$ cat src/rtl/z80_bus_arbiter_if.sv
// rtl/z80_bus_arbiter_if.sv - requester and external bus signal bundle for z80_bus_arbiter
interface z80_bus_arbiter_if;
    // Instruction fetch port (memory read only)
    logic        f_req;
    logic [15:0] f_addr;
    logic        f_ack;
    logic [7:0]  f_rdata;

    // Data port (memory or IO, read or write)
    logic        d_req;
    logic [15:0] d_addr;
    logic        d_we;
    logic        d_io;
    logic [7:0]  d_wdata;
    logic        d_ack;
    logic [7:0]  d_rdata;

    // External Z80-style bus, strobes active-high
    logic [15:0] bus_addr;
    logic [7:0]  bus_wdata;
    logic [7:0]  bus_rdata;
    logic        bus_mreq;
    logic        bus_iorq;
    logic        bus_rd;
    logic        bus_wr;
    logic        bus_wait;

    // Status
    logic        busy;
    logic        grant_d;

    // Arbiter side
    modport slave (
        input  f_req, f_addr,
        output f_ack, f_rdata,
        input  d_req, d_addr, d_we, d_io, d_wdata,
        output d_ack, d_rdata,
        output bus_addr, bus_wdata, bus_mreq, bus_iorq, bus_rd, bus_wr,
        input  bus_rdata, bus_wait,
        output busy, grant_d
    );

    // Requester / bus-device side
    modport master (
        output f_req, f_addr,
        input  f_ack, f_rdata,
        output d_req, d_addr, d_we, d_io, d_wdata,
        input  d_ack, d_rdata,
        input  bus_addr, bus_wdata, bus_mreq, bus_iorq, bus_rd, bus_wr,
        output bus_rdata, bus_wait,
        input  busy, grant_d
    );
endinterface

$ cat src/rtl/z80_bus_arbiter.sv
// rtl/z80_bus_arbiter.sv - two-requester Z80-style bus arbiter with T1/T2/T3 cycle FSM
module z80_bus_arbiter #(
    parameter int WAIT_STATES = 1,
    parameter int STARVE_MAX  = 4
) (
    input  logic             clk,
    input  logic             rst,
    z80_bus_arbiter_if.slave bus
);
    typedef enum logic [1:0] {
        S_IDLE = 2'd0,
        S_T1   = 2'd1,
        S_T2   = 2'd2,
        S_T3   = 2'd3
    } state_t;

    localparam logic [3:0] STARVE_LIM = 4'(STARVE_MAX);
    localparam logic [2:0] WAIT_INIT  = 3'(WAIT_STATES);

    state_t     state;
    logic [3:0] starve_cnt;
    logic [2:0] wait_cnt;
    logic       pick_data;

    // Data wins a tie unless fetch has already been passed over STARVE_MAX times in a row.
    always_comb begin
        pick_data = 1'b0;
        if (bus.d_req && (!bus.f_req || (starve_cnt != STARVE_LIM))) begin
            pick_data = 1'b1;
        end
    end

    // Bus-cycle sequencer; all outputs are registered so strobes change only on clock edges.
    always_ff @(posedge clk or posedge rst) begin
        if (rst) begin
            state         <= S_IDLE;
            starve_cnt    <= '0;
            wait_cnt      <= '0;
            bus.bus_addr  <= '0;
            bus.bus_wdata <= '0;
            bus.bus_mreq  <= 1'b0;
            bus.bus_iorq  <= 1'b0;
            bus.bus_rd    <= 1'b0;
            bus.bus_wr    <= 1'b0;
            bus.f_ack     <= 1'b0;
            bus.d_ack     <= 1'b0;
            bus.f_rdata   <= '0;
            bus.d_rdata   <= '0;
            bus.busy      <= 1'b0;
            bus.grant_d   <= 1'b0;
        end else begin
            // Acks are single-cycle pulses raised only on the T2->T3 edge.
            bus.f_ack <= 1'b0;
            bus.d_ack <= 1'b0;

            case (state)
                S_IDLE: begin
                    // A fetch that is not waiting cannot be starved, so history is dropped.
                    if (!bus.f_req) begin
                        starve_cnt <= '0;
                    end
                    if (bus.d_req || bus.f_req) begin
                        state       <= S_T1;
                        bus.busy    <= 1'b1;
                        bus.grant_d <= pick_data;
                        if (pick_data) begin
                            bus.bus_addr <= bus.d_addr;
                            if (bus.d_we) begin
                                bus.bus_wdata <= bus.d_wdata;
                            end
                            bus.bus_mreq <= ~bus.d_io;
                            bus.bus_iorq <= bus.d_io;
                            bus.bus_rd   <= ~bus.d_we;
                            bus.bus_wr   <= bus.d_we;
                            if (bus.f_req && (starve_cnt != STARVE_LIM)) begin
                                starve_cnt <= starve_cnt + 4'd1;
                            end
                        end else begin
                            // Fetch is always a memory read whatever the data-port controls say.
                            bus.bus_addr <= bus.f_addr;
                            bus.bus_mreq <= 1'b1;
                            bus.bus_iorq <= 1'b0;
                            bus.bus_rd   <= 1'b1;
                            bus.bus_wr   <= 1'b0;
                            starve_cnt   <= '0;
                        end
                    end
                end

                S_T1: begin
                    wait_cnt <= WAIT_INIT;
                    state    <= S_T2;
                end

                S_T2: begin
                    if (wait_cnt != 3'd0) begin
                        wait_cnt <= wait_cnt - 3'd1;
                    end else if (!bus.bus_wait) begin
                        state        <= S_T3;
                        bus.bus_mreq <= 1'b0;
                        bus.bus_iorq <= 1'b0;
                        bus.bus_rd   <= 1'b0;
                        bus.bus_wr   <= 1'b0;
                        // Read data is captured while RD is still asserted on the bus.
                        if (bus.bus_rd) begin
                            if (bus.grant_d) begin
                                bus.d_rdata <= bus.bus_rdata;
                            end else begin
                                bus.f_rdata <= bus.bus_rdata;
                            end
                        end
                        if (bus.grant_d) begin
                            bus.d_ack <= 1'b1;
                        end else begin
                            bus.f_ack <= 1'b1;
                        end
                    end
                end

                S_T3: begin
                    state    <= S_IDLE;
                    bus.busy <= 1'b0;
                end

                default: begin
                    state    <= S_IDLE;
                    bus.busy <= 1'b0;
                end
            endcase
        end
    end
endmodule
$ cat src/flat_wrapper.sv
// flat-port wrapper written by rule: the top's interface ports become plain ports
module z80_bus_arbiter_flat 
#(
    parameter int WAIT_STATES = 1,
    parameter int STARVE_MAX  = 4
)
  (clk, rst, bus_f_req, bus_f_addr, bus_f_ack, bus_f_rdata, bus_d_req, bus_d_addr, bus_d_we, bus_d_io, bus_d_wdata, bus_d_ack, bus_d_rdata, bus_bus_addr, bus_bus_wdata, bus_bus_mreq, bus_bus_iorq, bus_bus_rd, bus_bus_wr, bus_bus_rdata, bus_bus_wait, bus_busy, bus_grant_d);
  z80_bus_arbiter_if bus_i ();
  input  logic clk;
  input  logic rst;
  input wire logic [$bits(bus_i.f_req)-1:0] bus_f_req;
  input wire logic [$bits(bus_i.f_addr)-1:0] bus_f_addr;
  output wire logic [$bits(bus_i.f_ack)-1:0] bus_f_ack;
  output wire logic [$bits(bus_i.f_rdata)-1:0] bus_f_rdata;
  input wire logic [$bits(bus_i.d_req)-1:0] bus_d_req;
  input wire logic [$bits(bus_i.d_addr)-1:0] bus_d_addr;
  input wire logic [$bits(bus_i.d_we)-1:0] bus_d_we;
  input wire logic [$bits(bus_i.d_io)-1:0] bus_d_io;
  input wire logic [$bits(bus_i.d_wdata)-1:0] bus_d_wdata;
  output wire logic [$bits(bus_i.d_ack)-1:0] bus_d_ack;
  output wire logic [$bits(bus_i.d_rdata)-1:0] bus_d_rdata;
  output wire logic [$bits(bus_i.bus_addr)-1:0] bus_bus_addr;
  output wire logic [$bits(bus_i.bus_wdata)-1:0] bus_bus_wdata;
  output wire logic [$bits(bus_i.bus_mreq)-1:0] bus_bus_mreq;
  output wire logic [$bits(bus_i.bus_iorq)-1:0] bus_bus_iorq;
  output wire logic [$bits(bus_i.bus_rd)-1:0] bus_bus_rd;
  output wire logic [$bits(bus_i.bus_wr)-1:0] bus_bus_wr;
  input wire logic [$bits(bus_i.bus_rdata)-1:0] bus_bus_rdata;
  input wire logic [$bits(bus_i.bus_wait)-1:0] bus_bus_wait;
  output wire logic [$bits(bus_i.busy)-1:0] bus_busy;
  output wire logic [$bits(bus_i.grant_d)-1:0] bus_grant_d;
  assign bus_i.f_req = bus_f_req;
  assign bus_i.f_addr = bus_f_addr;
  assign bus_f_ack = bus_i.f_ack;
  assign bus_f_rdata = bus_i.f_rdata;
  assign bus_i.d_req = bus_d_req;
  assign bus_i.d_addr = bus_d_addr;
  assign bus_i.d_we = bus_d_we;
  assign bus_i.d_io = bus_d_io;
  assign bus_i.d_wdata = bus_d_wdata;
  assign bus_d_ack = bus_i.d_ack;
  assign bus_d_rdata = bus_i.d_rdata;
  assign bus_bus_addr = bus_i.bus_addr;
  assign bus_bus_wdata = bus_i.bus_wdata;
  assign bus_bus_mreq = bus_i.bus_mreq;
  assign bus_bus_iorq = bus_i.bus_iorq;
  assign bus_bus_rd = bus_i.bus_rd;
  assign bus_bus_wr = bus_i.bus_wr;
  assign bus_i.bus_rdata = bus_bus_rdata;
  assign bus_i.bus_wait = bus_bus_wait;
  assign bus_busy = bus_i.busy;
  assign bus_grant_d = bus_i.grant_d;
  z80_bus_arbiter #(.WAIT_STATES(WAIT_STATES), .STARVE_MAX(STARVE_MAX)) u_core (.clk(clk), .rst(rst), .bus(bus_i));
endmodule
$ cat config.mk
export PLATFORM = sky130hd
export DESIGN_NAME = z80_bus_arbiter_flat
export DESIGN_NICKNAME = d
export VERILOG_FILES = /design/src/rtl/z80_bus_arbiter_if.sv /design/src/rtl/z80_bus_arbiter.sv /design/src/flat_wrapper.sv
export SDC_FILE = /design/constraint.sdc
export NUM_CORES = 1
export LEC_CHECK = 0
export CAP_MARGIN = 25
export CORE_MARGIN = 3
export CORE_UTILIZATION = 35
export CTS_CLUSTER_SIZE = 8
export DETAILED_ROUTE_END_ITERATION = 10
export PLACE_DENSITY = 0.66
export SYNTH_ARGS = -nofsm -noshare
export SYNTH_HDL_FRONTEND = slang
export SYNTH_SLANG_ARGS = --single-unit
$ cat constraint.sdc
create_clock -name clk -period 3.1 [get_ports clk]
set_clock_uncertainty 0.05 [all_clocks]
set_input_delay 0.93 -clock clk [delete_from_list [all_inputs] [get_ports clk]]
set_output_delay 0.93 -clock clk [all_outputs]
set_load 0.01 [all_outputs]
==> notes.md <==
fresh numbers from the pnr run: Post-synth top cells 57 x dfrtp_1, 36 x nand2_1, 18 x nand4_1, buffering overhead 26.96%, status finished, final reports clean, Fin Hold WS around 0.44 ns, met2 usage 23.12%, routed length on met2 between 2 and 3 mm, Max Slew Vio Count 0, Hold Crit Endpoint u_core.bus.bus_addr[5]$_DFFE_PP0P_, crit-path max FO 6, Signal buffers ~110, fin util 55.42%, routed wl met3 approximately 520 um, largest net degree at the start of global routing 31, Hold Path Depth 2, Synth Area in Simple Gates roughly 15%, clk buf depth 2, Avg Cell Area, Syn 11.93 sq um, GRT overflow 0, routed vias/inst 5.005, Crit path depth 1, Sequential cell area 0.001426 sq mm, XOR/XNOR Fraction of Synth Area 0%, Area after DPL 0.003840 sq mm, final setup margin ~0.74 ns, cell family with most CP delay buffers and inverters, Worst VDD drop 0.0003572 V, post-synth cell types 40, Top Usage Layer GRT met2, final setup violation count 0, Main synth FF type dfrtp_1, Cell area leaders dfrtp_1 53%, mux2_2 7.1%, nand2_1 5.0%, grt met1 use between 20% and 30%, GPL Wtd Cong 0.7203, Crit path largest cell delay 0.60 ns, clkbuf count 11, Synth flops between 50 and 60, GRT Util Overall around 16%, flip-flop count of the largest register after layout 16, Switch Pwr 1.247 mW, Post-CTS Resized 0, n_diodes 0, final worst-path cycle share 76.07%, post-synthesis sequential area ratio between 50% and 60%, Iter 0 DRT Violations 75, drt wl/cell approximately 15 um, Non-clock inverters 11, Setup Buffers After CTS 0, synthesized instance count 226, GR Util met3 between 4 and 5%, Total Power between 3 and 4 mW, RSZ-0062 raised after global routing no, Yosys top cell area share 52.90%, top power group combinational logic, Yosys top cell by instances dfrtp_1, first-pass GRT wire length 10.92 mm, HP Class flop to flop
==> images/layer_met2.png <==
Scale bar: 20 um.
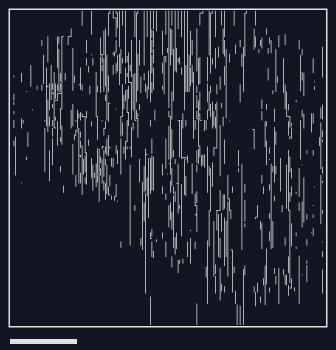
main direction	vertical
longest straight run	29.6 um
total wire length: 6.644 mm
DR vias: 2197

==> images/power_grid.png <==
Pins as bars on the die edge. Tap cells in grey.
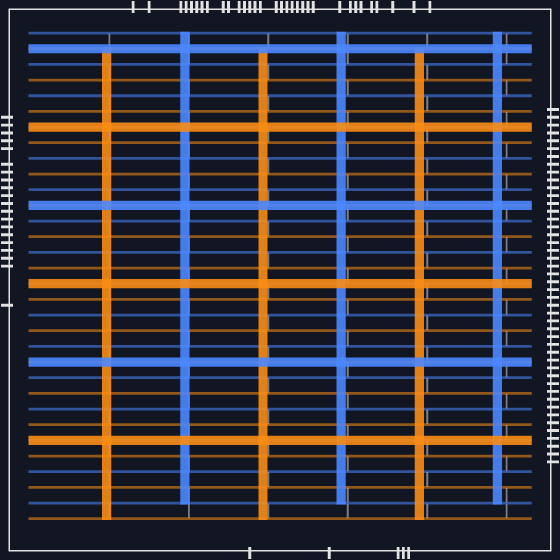
net	colour
VDD	blue
VSS	orange
met5 straps	6
rows	31
signal pins	103
tap cells	99
met1 rails	32

==> images/placement.png <==
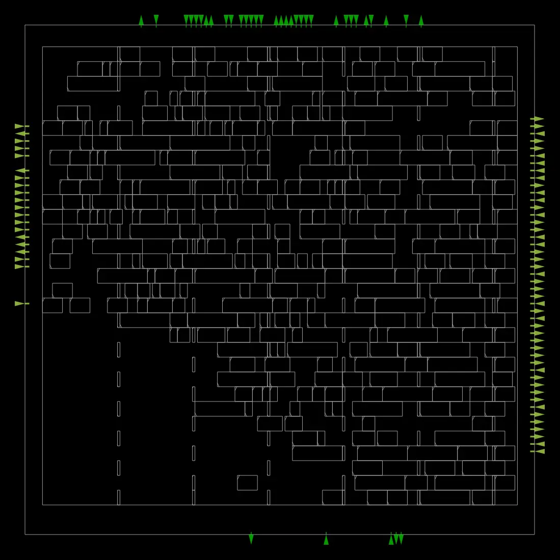
# rows: 31
CORE AREA: 0.007370 sq mm
fraction of area in registers: 34.93%
FILL cells: 620
flip-flops: 57

==> images/clk_routes.png <==
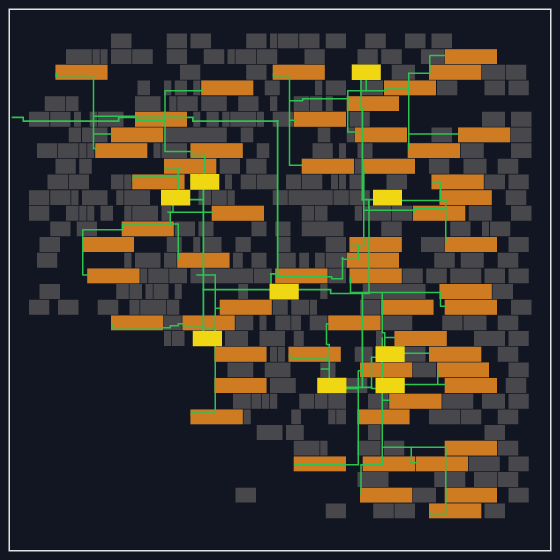
[clock drivers] yellow | count: 9
[clock wires] green | length: 745 um
[flip-flops] orange | count: 57
flops lie	widely spread
routed clock nets	10

Power and IR drop assume default switching activity.
